run_1/final_placement.png
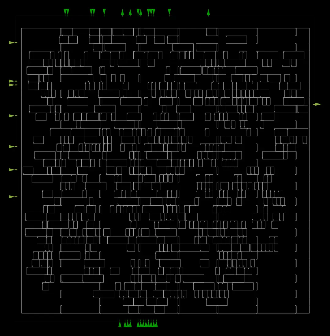
run_1/met3.png
The bar under the picture is 20 µm long.
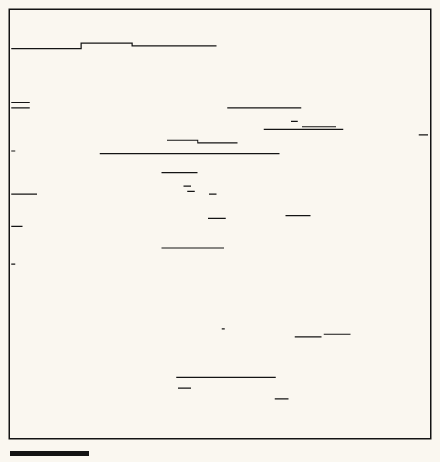
run_1/metal_stack.png
The bar under the picture is 20 µm long.
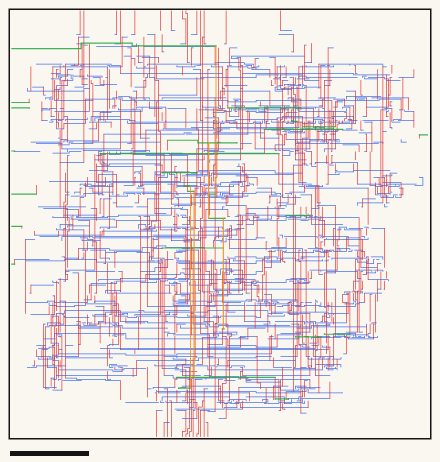
run_1/drive_strength.png
The bar under the picture is 20 µm long.
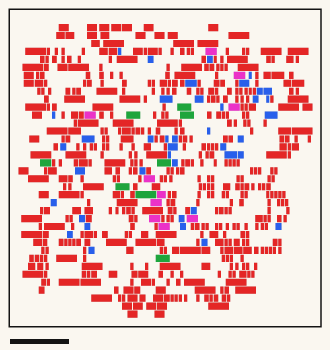
## src/rtl/uart_tx_sequencer_pkg.sv

```systemverilog
// Shared definitions for the UART transmit sequencer: FSM state encoding,
// common baud divisors for a 100 MHz fabric clock, and the divisor floor.
package uart_tx_sequencer_pkg;

    typedef enum logic [2:0] {
        StIdle   = 3'd0,
        StStart  = 3'd1,
        StData   = 3'd2,
        StParity = 3'd3,
        StStop   = 3'd4
    } tx_state_e;

    // Cycles per bit at 100 MHz.
    localparam int unsigned DIV_9600  = 10417;
    localparam int unsigned DIV_19200 = 5208;

    // Smallest usable divisor; anything lower is clamped up to this.
    localparam int unsigned MIN_DIV = 2;

endpackage

```

## src/rtl/uart_tx_sequencer_baud_tick_gen.sv

```systemverilog
// Baud tick generator: holds the runtime divisor and produces a one-cycle
// enable at the end of every bit period. No divided clock is produced.
// Ports:
//   i_clk_in   clock, all logic on posedge
//   i_tx_rst   synchronous active-high reset
//   i_clr      clear the bit counter (frame start)
//   i_en       counter runs while high (sequencer not idle)
//   i_div_val  new cycles-per-bit value
//   i_div_ld   load strobe, honoured only while i_en is low
//   o_tick     one-cycle pulse when the counter reaches div-1
module uart_tx_sequencer_baud_tick_gen
    import uart_tx_sequencer_pkg::*;
#(
    parameter int unsigned DIV_W       = 16,
    parameter int unsigned DEFAULT_DIV = DIV_9600
) (
    input  logic             i_clk_in,
    input  logic             i_tx_rst,
    input  logic             i_clr,
    input  logic             i_en,
    input  logic [DIV_W-1:0] i_div_val,
    input  logic             i_div_ld,
    output logic             o_tick
);

    logic [DIV_W-1:0] r_div;
    logic [DIV_W-1:0] r_count;
    logic             w_wrap;

    assign w_wrap = (r_count == r_div - DIV_W'(1));
    assign o_tick = i_en & w_wrap;

    always_ff @(posedge i_clk_in) begin
        if (i_tx_rst) begin
            r_div   <= DIV_W'(DEFAULT_DIV);
            r_count <= '0;
        end else begin
            // Divisor may only change between frames so a bit is never cut short.
            if (i_div_ld && !i_en) begin
                r_div <= (i_div_val < DIV_W'(MIN_DIV)) ? DIV_W'(MIN_DIV) : i_div_val;
            end
            if (i_clr) begin
                r_count <= '0;
            end else if (i_en) begin
                r_count <= w_wrap ? '0 : r_count + DIV_W'(1);
            end
        end
    end

endmodule

```

## src/rtl/uart_tx_sequencer.sv

```systemverilog
// UART transmit sequencer: accepts a byte per valid/ready handshake and
// serialises it as start, LSB-first data, optional even parity, stop bit(s).
// Ports:
//   i_clk_in    100 MHz clock
//   i_tx_rst    synchronous active-high reset
//   i_div_val   new cycles-per-bit value
//   i_div_ld    divisor load strobe (accepted only when idle)
//   o_div_err   one-cycle pulse when a load was rejected
//   i_par_en    insert even parity bit, sampled at handshake
//   i_tx_data   byte to send
//   i_tx_valid  source has a byte
//   o_tx_ready  sequencer can accept a byte this cycle
//   o_tx_out    serial line, idle high
//   o_tx_busy   frame in progress
//   o_tx_done   one-cycle pulse after the last stop bit
module uart_tx_sequencer
    import uart_tx_sequencer_pkg::*;
#(
    parameter int unsigned DIV_W       = 16,
    parameter int unsigned DEFAULT_DIV = DIV_9600,
    parameter int unsigned DATA_BITS   = 8,
    parameter int unsigned STOP_BITS   = 1
) (
    input  logic                 i_clk_in,
    input  logic                 i_tx_rst,
    input  logic [DIV_W-1:0]     i_div_val,
    input  logic                 i_div_ld,
    output logic                 o_div_err,
    input  logic                 i_par_en,
    input  logic [DATA_BITS-1:0] i_tx_data,
    input  logic                 i_tx_valid,
    output logic                 o_tx_ready,
    output logic                 o_tx_out,
    output logic                 o_tx_busy,
    output logic                 o_tx_done
);

    localparam int unsigned IDX_W = (DATA_BITS > 1) ? $clog2(DATA_BITS) : 1;
    localparam logic [IDX_W-1:0] IDX_LAST  = IDX_W'(DATA_BITS - 1);
    localparam logic [1:0]       STOP_LAST = 2'(STOP_BITS - 1);

    tx_state_e            r_state, w_state_d;
    logic [IDX_W-1:0]     r_bit_idx, w_bit_idx_d;
    logic [1:0]           r_stop_idx, w_stop_idx_d;
    logic [DATA_BITS-1:0] r_shift, w_shift_d;
    logic                 r_par_en, w_par_en_d;
    logic                 r_par_bit, w_par_bit_d;
    logic                 r_tx_out, w_tx_out_d;
    logic                 r_busy, w_busy_d;
    logic                 r_done, w_done_d;
    logic                 r_ready, w_ready_d;
    logic                 r_div_err, w_div_err_d;
    logic                 w_hs;
    logic                 w_tick;

    assign w_hs = i_tx_valid & r_ready;

    uart_tx_sequencer_baud_tick_gen #(
        .DIV_W       (DIV_W),
        .DEFAULT_DIV (DEFAULT_DIV)
    ) u_baud_tick_gen (
        .i_clk_in  (i_clk_in),
        .i_tx_rst  (i_tx_rst),
        .i_clr     (w_hs),
        .i_en      (r_state != StIdle),
        .i_div_val (i_div_val),
        .i_div_ld  (i_div_ld),
        .o_tick    (w_tick)
    );

    // State register; outputs are registered so they are glitch-free at the pin.
    always_ff @(posedge i_clk_in) begin
        if (i_tx_rst) begin
            r_state    <= StIdle;
            r_bit_idx  <= '0;
            r_stop_idx <= '0;
            r_shift    <= '0;
            r_par_en   <= 1'b0;
            r_par_bit  <= 1'b0;
            r_tx_out   <= 1'b1;
            r_busy     <= 1'b0;
            r_done     <= 1'b0;
            r_ready    <= 1'b1;
            r_div_err  <= 1'b0;
        end else begin
            r_state    <= w_state_d;
            r_bit_idx  <= w_bit_idx_d;
            r_stop_idx <= w_stop_idx_d;
            r_shift    <= w_shift_d;
            r_par_en   <= w_par_en_d;
            r_par_bit  <= w_par_bit_d;
            r_tx_out   <= w_tx_out_d;
            r_busy     <= w_busy_d;
            r_done     <= w_done_d;
            r_ready    <= w_ready_d;
            r_div_err  <= w_div_err_d;
        end
    end

    // Next-state and datapath.
    always_comb begin
        w_state_d    = r_state;
        w_bit_idx_d  = r_bit_idx;
        w_stop_idx_d = r_stop_idx;
        w_shift_d    = r_shift;
        w_par_en_d   = r_par_en;
        w_par_bit_d  = r_par_bit;
        case (r_state)
            StIdle: begin
                if (w_hs) begin
                    w_state_d   = StStart;
                    w_shift_d   = i_tx_data;
                    w_par_en_d  = i_par_en;
                    w_par_bit_d = ^i_tx_data;
                end
            end
            StStart: begin
                if (w_tick) begin
                    w_state_d   = StData;
                    w_bit_idx_d = '0;
                end
            end
            StData: begin
                if (w_tick) begin
                    if (r_bit_idx == IDX_LAST) begin
                        w_state_d    = r_par_en ? StParity : StStop;
                        w_stop_idx_d = '0;
                    end else begin
                        w_bit_idx_d = r_bit_idx + IDX_W'(1);
                        w_shift_d   = r_shift >> 1;
                    end
                end
            end
            StParity: begin
                if (w_tick) begin
                    w_state_d    = StStop;
                    w_stop_idx_d = '0;
                end
            end
            StStop: begin
                if (w_tick) begin
                    if (r_stop_idx == STOP_LAST) begin
                        w_state_d = StIdle;
                    end else begin
                        w_stop_idx_d = r_stop_idx + 2'd1;
                    end
                end
            end
            default: w_state_d = StIdle;
        endcase
    end

    // Output values for the next cycle, derived from the next state.
    always_comb begin
        case (w_state_d)
            StStart:  w_tx_out_d = 1'b0;
            StData:   w_tx_out_d = w_shift_d[0];
            StParity: w_tx_out_d = w_par_bit_d;
            default:  w_tx_out_d = 1'b1;
        endcase
        w_busy_d    = (w_state_d != StIdle);
        w_ready_d   = (w_state_d == StIdle);
        w_done_d    = (r_state == StStop) && (w_state_d == StIdle);
        w_div_err_d = i_div_ld && (r_state != StIdle);
    end

    assign o_tx_out   = r_tx_out;
    assign o_tx_busy  = r_busy;
    assign o_tx_done  = r_done;
    assign o_tx_ready = r_ready;
    assign o_div_err  = r_div_err;

endmodule

```

## config.mk

```make
export PLATFORM = sky130hd
export DESIGN_NAME = uart_tx_sequencer
export DESIGN_NICKNAME = d
export VERILOG_FILES = /design/src/rtl/uart_tx_sequencer_pkg.sv /design/src/rtl/uart_tx_sequencer_baud_tick_gen.sv /design/src/rtl/uart_tx_sequencer.sv
export SDC_FILE = /design/constraint.sdc
export NUM_CORES = 1
export LEC_CHECK = 0
export ABC_AREA = 1
export CAP_MARGIN = 40
export CORE_AREA = 2 2 104 106
export DETAILED_ROUTE_END_ITERATION = 6
export DIE_AREA = 0 0 106 108
export GPL_TIMING_DRIVEN = 0
export PLACE_DENSITY_LB_ADDON = 0.05
export SYNTH_ARGS = -nofsm -noshare
export SYNTH_HDL_FRONTEND = slang
export SYNTH_SLANG_ARGS = --single-unit
```

## constraint.sdc

```tcl
create_clock -name i_clk_in -period 6.1 [get_ports i_clk_in]
set_input_delay 1.525 -clock i_clk_in [delete_from_list [all_inputs] [get_ports i_clk_in]]
set_output_delay 1.525 -clock i_clk_in [all_outputs]
set_load 0.01 [all_outputs]
```

==> reports/qor.yml, run 1 <==
status:
  status: "finished, final reports clean"
final_timing:
  slew_headroom_pct: 55.07
  worst_pin_slew_ns: 0.6715
  setup_viol: 0
  hold_violations: 0
  tns_ns: 0
  grt_setup_unrepaired: "false"
  min_period_over_period_pct: 54.26
  clock.fmax_mhz: 302.1
  report.final.slew_viol_count: 0
  min_period_ns: 3.310
  hold_ws_ns: 0.4668
yosys:
  ys_cells: 544
  synth_top_area_share_pct: 31.13
  synth_cell_type_count: 42
  syn_area_um2: 3537
  most_common_cell: "nand2_1"
  yosys_area_um2: 3537
  syn_inst: 544
  synthArstFlopShare_pct: 0
  syn_area_per_cell_um2: 6.502
  flop_cell: "dfxtp_1"
  ys_warn_count: 0
  yosys.area.top_type: "dfxtp_1"
  syn_nets: 578
  area_leaders: "dfxtp_1 (31%), nand2_1 (15%), nor2_1 (8.2%)"
finish:
  nFillCells: 1124
  clk_share_pct: 2.301
  diodes: 0
  seq_area_share_pct: 26.64
  logic_gates: 410
  final-comb-area_um2: 2132
  layout.cells.most_common: "nand2_1"
  largest_class: "logic gates"
  inv_count: 70
  bufAreaShareNonClock_pct: 8.992
  drive_above_1_share_pct: 9.915
  nClkBuffers: 7
  comb-cell-share_pct: 51.59
  regArea_um2: 1101
critical_path:
  cp.required_ns: 6.31
  crit_cells: 7
  endpoint: "u_baud_tick_gen.r_div[9]"
  rrSetupSlack_ns: 3.54
  crit_start: "i_div_ld"
  r2r_cells: 16
  cp_slowest_cell: "nor2_1"
  worst_setup_path_end_kind: "flip-flop"
  critPathMaxFanout: 10
  cp_cell_sequence: "clkdlybuf4s50_1 > inv_1 > nor2_1 > clkinv_1 > clkbuf_1 > nor2_1 > nor2_1"
  worstSetupPathType: "input port to flip-flop"
grt:
  use_met2_pct: 28.06
  grt-ovfl-total: 0
  busiest_layer: "met2"
  grt_max_degree: 17
drt:
  drcViolationCount: 0
  first_iter_violations: 125
  wl_met3_um: 268
  wl_met1_mm: 5.069
  route.met2.wl_mm: 4.137
  ant_nets: 0
  viasPerCell: 4.689
  top_layer_used: "met4"
run:
  maxCapViolations: 0
floorplanning:
  fp_util_pct: 34.57
  ios: 34
  die_x_um: 106
  die_area_um2: 11450
  fp.dieH_um: 108
  nWellTaps: 136
clock_tree:
  cts_buffers: 5
  clock.latency.late_pin_ns: 0.32
  cts.clk_slew.worst_paths_ns: 0.10
  ctsResizeCount: 0
  clock-root-buffer: "clkbuf_8"
  clock-sinks: 55
  postCtsHoldBufs: 0
  cts_max_level: 2
pwr:
  internal_power_uw: 542.9
  clkPwrFrac_pct: 27.6
  ir_drop_uv: 96.69
  powerComb_uw: 179
  comb_power_share_pct: 22.5
  p_switching_uw: 252.5
  power_leakage_uw: 0.001807
  seq_cell_power_uw: 396
  p_clk_uw: 220
  seq_power_share_pct: 49.8
placement:
  dp.cells: 713
  dp_hpwl_mm: 7.982
  io_buffers: 33
min_path:
  holdCritStartpoint: "r_bit_idx[1]"
  hp-class: "flip-flop to flip-flop"
About final_placement.png:
sequential cells: 55
row count: 37
core outline area: 10230 µm²

About met3.png:
share of all routed wire: 2.8%
main direction: horizontal
nets with wire on the layer: 20
wire length on this layer: 269 µm
longest straight run: 45.1 µm
routing usage on met3: 2.230%
vias post-DR: 3381
WL final: 9.657 mm

About metal_stack.png:
legend:
  green:
    layer: met3
    wire_length: 269 µm
  blue:
    layer: met1
    wire_length: 5070 µm
  orange:
    layer: met4
    wire_length: 182 µm
  red:
    layer: met2
    wire_length: 4140 µm
WL/cell: 13.39 µm
total global routing track utilization: 17.85%

About drive_strength.png:
legend:
  magenta:
    size: drive 3 to 4
    cells: 10
    most_used: nor2_4
  red:
    size: drive 1 or less
    cells: 527
    most_used: nand2_1
  green:
    size: drive 6 and up
    cells: 8
    most_used: clkbuf_8
  blue:
    size: drive 2
    cells: 40
    most_used: nor2_2
Area Growth Syn to Fin: 16.84%
bufs w/o clock: 42
Final Cell Area: 4133 µm²
worst setup margin: 2.790 ns

## run 1: cell families after synthesis
family                   share of synthesized area, %
flip-flops                                      31.13
AND-OR/OR-AND                                   8.454
AND/OR/NAND/NOR                                 44.04
adder cells (fa/ha/maj)                         1.769
XOR/XNOR                                        5.695
multiplexers                                   0.3183
buffers and inverters                           8.596
## run 1: per-stage QoR
step / utilization, % / total power (µW) / setup slack [ns] / area [µm²]
4_1_cts: 40.39 / 806.6 / 2.813 / 4133
3_5_place_dp: 39.46 / 584.7 / 2.481 / 4038
5_1_grt: 40.39 / 841.5 / 2.721 / 4133
3_3_place_gp: 39.46 / 584.2 / 2.474 / 4038
6_report: 40.39 / 795.4 / 2.790 / 4133
2_1_floorplan: - / 522.3 / 3.590 / 3537
==> inputs of run 2 (changes only) <==
==> constraint.sdc (replaced) <==
create_clock -name i_clk_in -period 2.8 [get_ports i_clk_in]
set_input_delay 0.7 -clock i_clk_in [delete_from_list [all_inputs] [get_ports i_clk_in]]
set_output_delay 0.7 -clock i_clk_in [all_outputs]
set_load 0.01 [all_outputs]
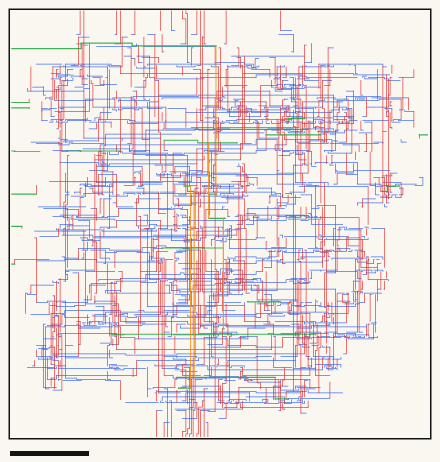
run_2/metal_stack.png
The bar under the picture is 20 µm long.
legend:
  red:
    layer: met2
    wire_length: 4130 µm
  orange:
    layer: met4
    wire_length: 182 µm
  green:
    layer: met3
    wire_length: 281 µm
  blue:
    layer: met1
    wire_length: 5070 µm
WL final: 9.663 mm
WL/cell: 13.38 µm
vias post-DR: 3387

==> run 2 against run 1 <==
  * Non-clock buffer count is 1 higher
  * Sequential share of layout area fell by 0.096 points
  * Global-route usage is the same
  * Setup slack got worse by 2.5 ns
  * Highest routed layer unchanged
  * Largest cell class unchanged
  * Die area is the same
  * Clock-buffer cell count unchanged
==> reports/qor.yml, run 2 <==
min_path:
  hp-class: "flip-flop to flip-flop"
  holdPathEnd: "r_bit_idx[1]"
  holdCritStartpoint: "r_bit_idx[1]"
  hold_depth: 2
finish:
  regArea_um2: 1101  # unchanged
  bufAreaShareNonClock_pct: 9.140  # +0.15 points
  final_cells: 722
  drive_above_1_share_pct: 10.41  # +0.50 points
  nNonClkBuffers: 43  # +2.4%
  comb-cell-share_pct: 51.58  # about the same
  final-comb-area_um2: 2140  # +0.35%
  logic_gates: 410  # unchanged
  nFillCells: 1123  # -0.089%
  final_area_um2: 4148  # +0.36%
  seq_area_share_pct: 26.55  # -0.096 points
  final_util_pct: 40.54  # +0.15 points
  n_sequential_cell: 55  # unchanged
  layout.cells.most_common: "nand2_1"
  diodes: 0  # unchanged
  top_regs: "u_baud_tick_gen.r_count (16), u_baud_tick_gen.r_div (16), r_shift (8)"
  syn2layout_area_growth_pct: 17.26
  clk_share_pct: 2.293  # -0.0083 points
  final_nets: 619
  largest_class: "logic gates"
  inv_count: 70  # unchanged
  nClkBuffers: 7  # unchanged
grt:
  grt-ovfl-total: 0  # unchanged
  grt_use_total_pct: 17.85  # unchanged
  grt_max_degree: 17  # unchanged
  antenna_found_initial: 0
final_timing:
  min_period_over_period_pct: 89.15
  grt_setup_unrepaired: "false"
  finClkSkew_ns: 0.01656
  tns_ns: 0  # unchanged
  setup_slack_ns: 0.3037  # -2.486 ns
  slew_headroom_pct: 53.31  # -1.8 points
  clock.fmax_mhz: 400.6
  min_period_ns: 2.496
  hold_ws_ns: 0.4666  # -0.0001730 ns
  report.final.slew_viol_count: 0  # unchanged
  hold_violations: 0  # unchanged
  setup_viol: 0  # unchanged
  worst_pin_slew_ns: 0.6978  # +0.02633 ns
status:
  status: "finished, final reports clean"
placement:
  post_dp_cell_area_um2: 4038  # unchanged
  post-place-ws_ns: 0.006148  # -2.475 ns
  io_buffers: 33  # unchanged
  place_congestion: 0.8704
  dp_hpwl_mm: 7.982  # unchanged
  dp.cells: 713  # unchanged
clock_tree:
  clock.latency.late_pin_ns: 0.32  # about the same
  cts.clk_slew.worst_paths_ns: 0.10  # about the same
  cts_max_level: 2  # unchanged
  cts_tree: "yes"
  clock-sinks: 55  # unchanged
  cts_buffers: 5  # unchanged
  clock-root-buffer: "clkbuf_8"
pwr:
  clkPwrFrac_pct: 27.5  # about the same
  seq_cell_power_uw: 864  # +120%
  power.total_uw: 1733  # +120%
  powerComb_uw: 392  # +120%
  power_leakage_uw: 0.001809  # +0.12%
  p_clk_uw: 477  # +120%
  ir_drop_uv: 210.1  # +120%
  seq_power_share_pct: 49.9  # about the same
  comb_power_share_pct: 22.6  # about the same
  p_switching_uw: 549.2  # +120%
  internal_power_uw: 1183  # +120%
yosys:
  yosys.area.top_type: "dfxtp_1"
  syn_inst: 544  # unchanged
  ys_cells: 544  # unchanged
  flop_cell: "dfxtp_1"
  syn_area_per_cell_um2: 6.502  # unchanged
  area_leaders: "dfxtp_1 (31%), nand2_1 (15%), nor2_1 (8.2%)"
  numSynthFlops: 55
  synth_cell_type_count: 42  # unchanged
  synthArstFlopShare_pct: 0  # unchanged
  synth_top_area_share_pct: 31.13  # unchanged
  syn_area_um2: 3537  # unchanged
  netlist_top_cells_count: "nand2_1 (141), nor2_1 (77), inv_1 (61)"
  most_common_cell: "nand2_1"
  yosys_area_um2: 3537  # unchanged
  ys_warn_count: 0  # unchanged
  ys_seq_share_pct: 31.13
  syn_nets: 578  # unchanged
critical_path:
  cpPeakStageDelay_ns: 0.50
  cp.required_ns: 3.01  # -3.30 ns
  endpoint: "u_baud_tick_gen.r_div[9]"
  crit_cells: 7  # unchanged
  cp_slowest_cell: "nor2_1"
  worst_setup_path_end_kind: "flip-flop"
  critPathMaxFanout: 10  # unchanged
  rrSetupSlack_ns: 0.36  # -3.18 ns
  cp_cell_sequence: "clkdlybuf4s50_1 > inv_1 > nor2_1 > clkinv_1 > clkbuf_1 > nor2_1 > nor2_1"
  crit_arrival_ns: 2.70
  crit_start: "i_div_ld"
  worstSetupPathType: "input port to flip-flop"
  r2r_cells: 16  # unchanged
floorplanning:
  core_um2: 10230  # unchanged
  die_area_um2: 11450  # unchanged
  die_x_um: 106  # unchanged
  fp_util_pct: 34.57  # unchanged
  ios: 34  # unchanged
  fp.dieH_um: 108  # unchanged
  nWellTaps: 136  # unchanged
  placement_rows: 37  # unchanged
run:
  maxCapViolations: 0  # unchanged
drt:
  ant_nets: 0  # unchanged
  viasPerCell: 4.691  # about the same
  dr.pass1.iters: 4
  first_iter_violations: 101  # -19%
  drcViolationCount: 0  # unchanged
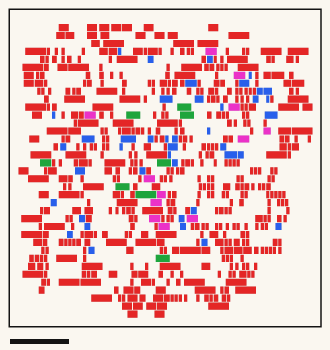
run_2/drive_strength.png
The bar under the picture is 20 µm long.
legend:
  magenta:
    size: drive 3 to 4
    cells: 12
    most_used: nor2_4
  green:
    size: drive 6 and up
    cells: 8
    most_used: clkbuf_8
  blue:
    size: drive 2
    cells: 41
  red:
    size: drive 1 or less
    cells: 525
    most_used: nand2_1

[run 2: cell counts after synthesis]
Identical to the previous run, type by type.
[run 2: cell families after synthesis]
group / after synthesis / share of synthesized area, %
xor gates and xnor gates: 23 / 5.695
AOI/OAI and AO/OA: 50 / 8.454
adders and majority gates: 5 / 1.769
muxes: 1 / 0.3183
and+or+nand+nor: 331 / 44.04
buffers and inverters: 79 / 8.596
DFF: 55 / 31.13
[run 2: repair_timing]
| item | in CTS | in global routing |
|---|---|---|
| hold buffers | 0 | 0 |
| gates resized | 0 | 3 |
| setup endpoints to repair | 0 | 23 |
| buffers inserted | 0 | 1 |
[run 2: metal layers]
metal	track usage, %	share of wire [%]	up-vias
met5	0	0	-
met4	5.075	1.9	0
met3	2.230	2.9	11
met2	28.06	43	38
met1	25.74	52	1522
li1	-	-	1816
Power and IR drop assume default switching activity.
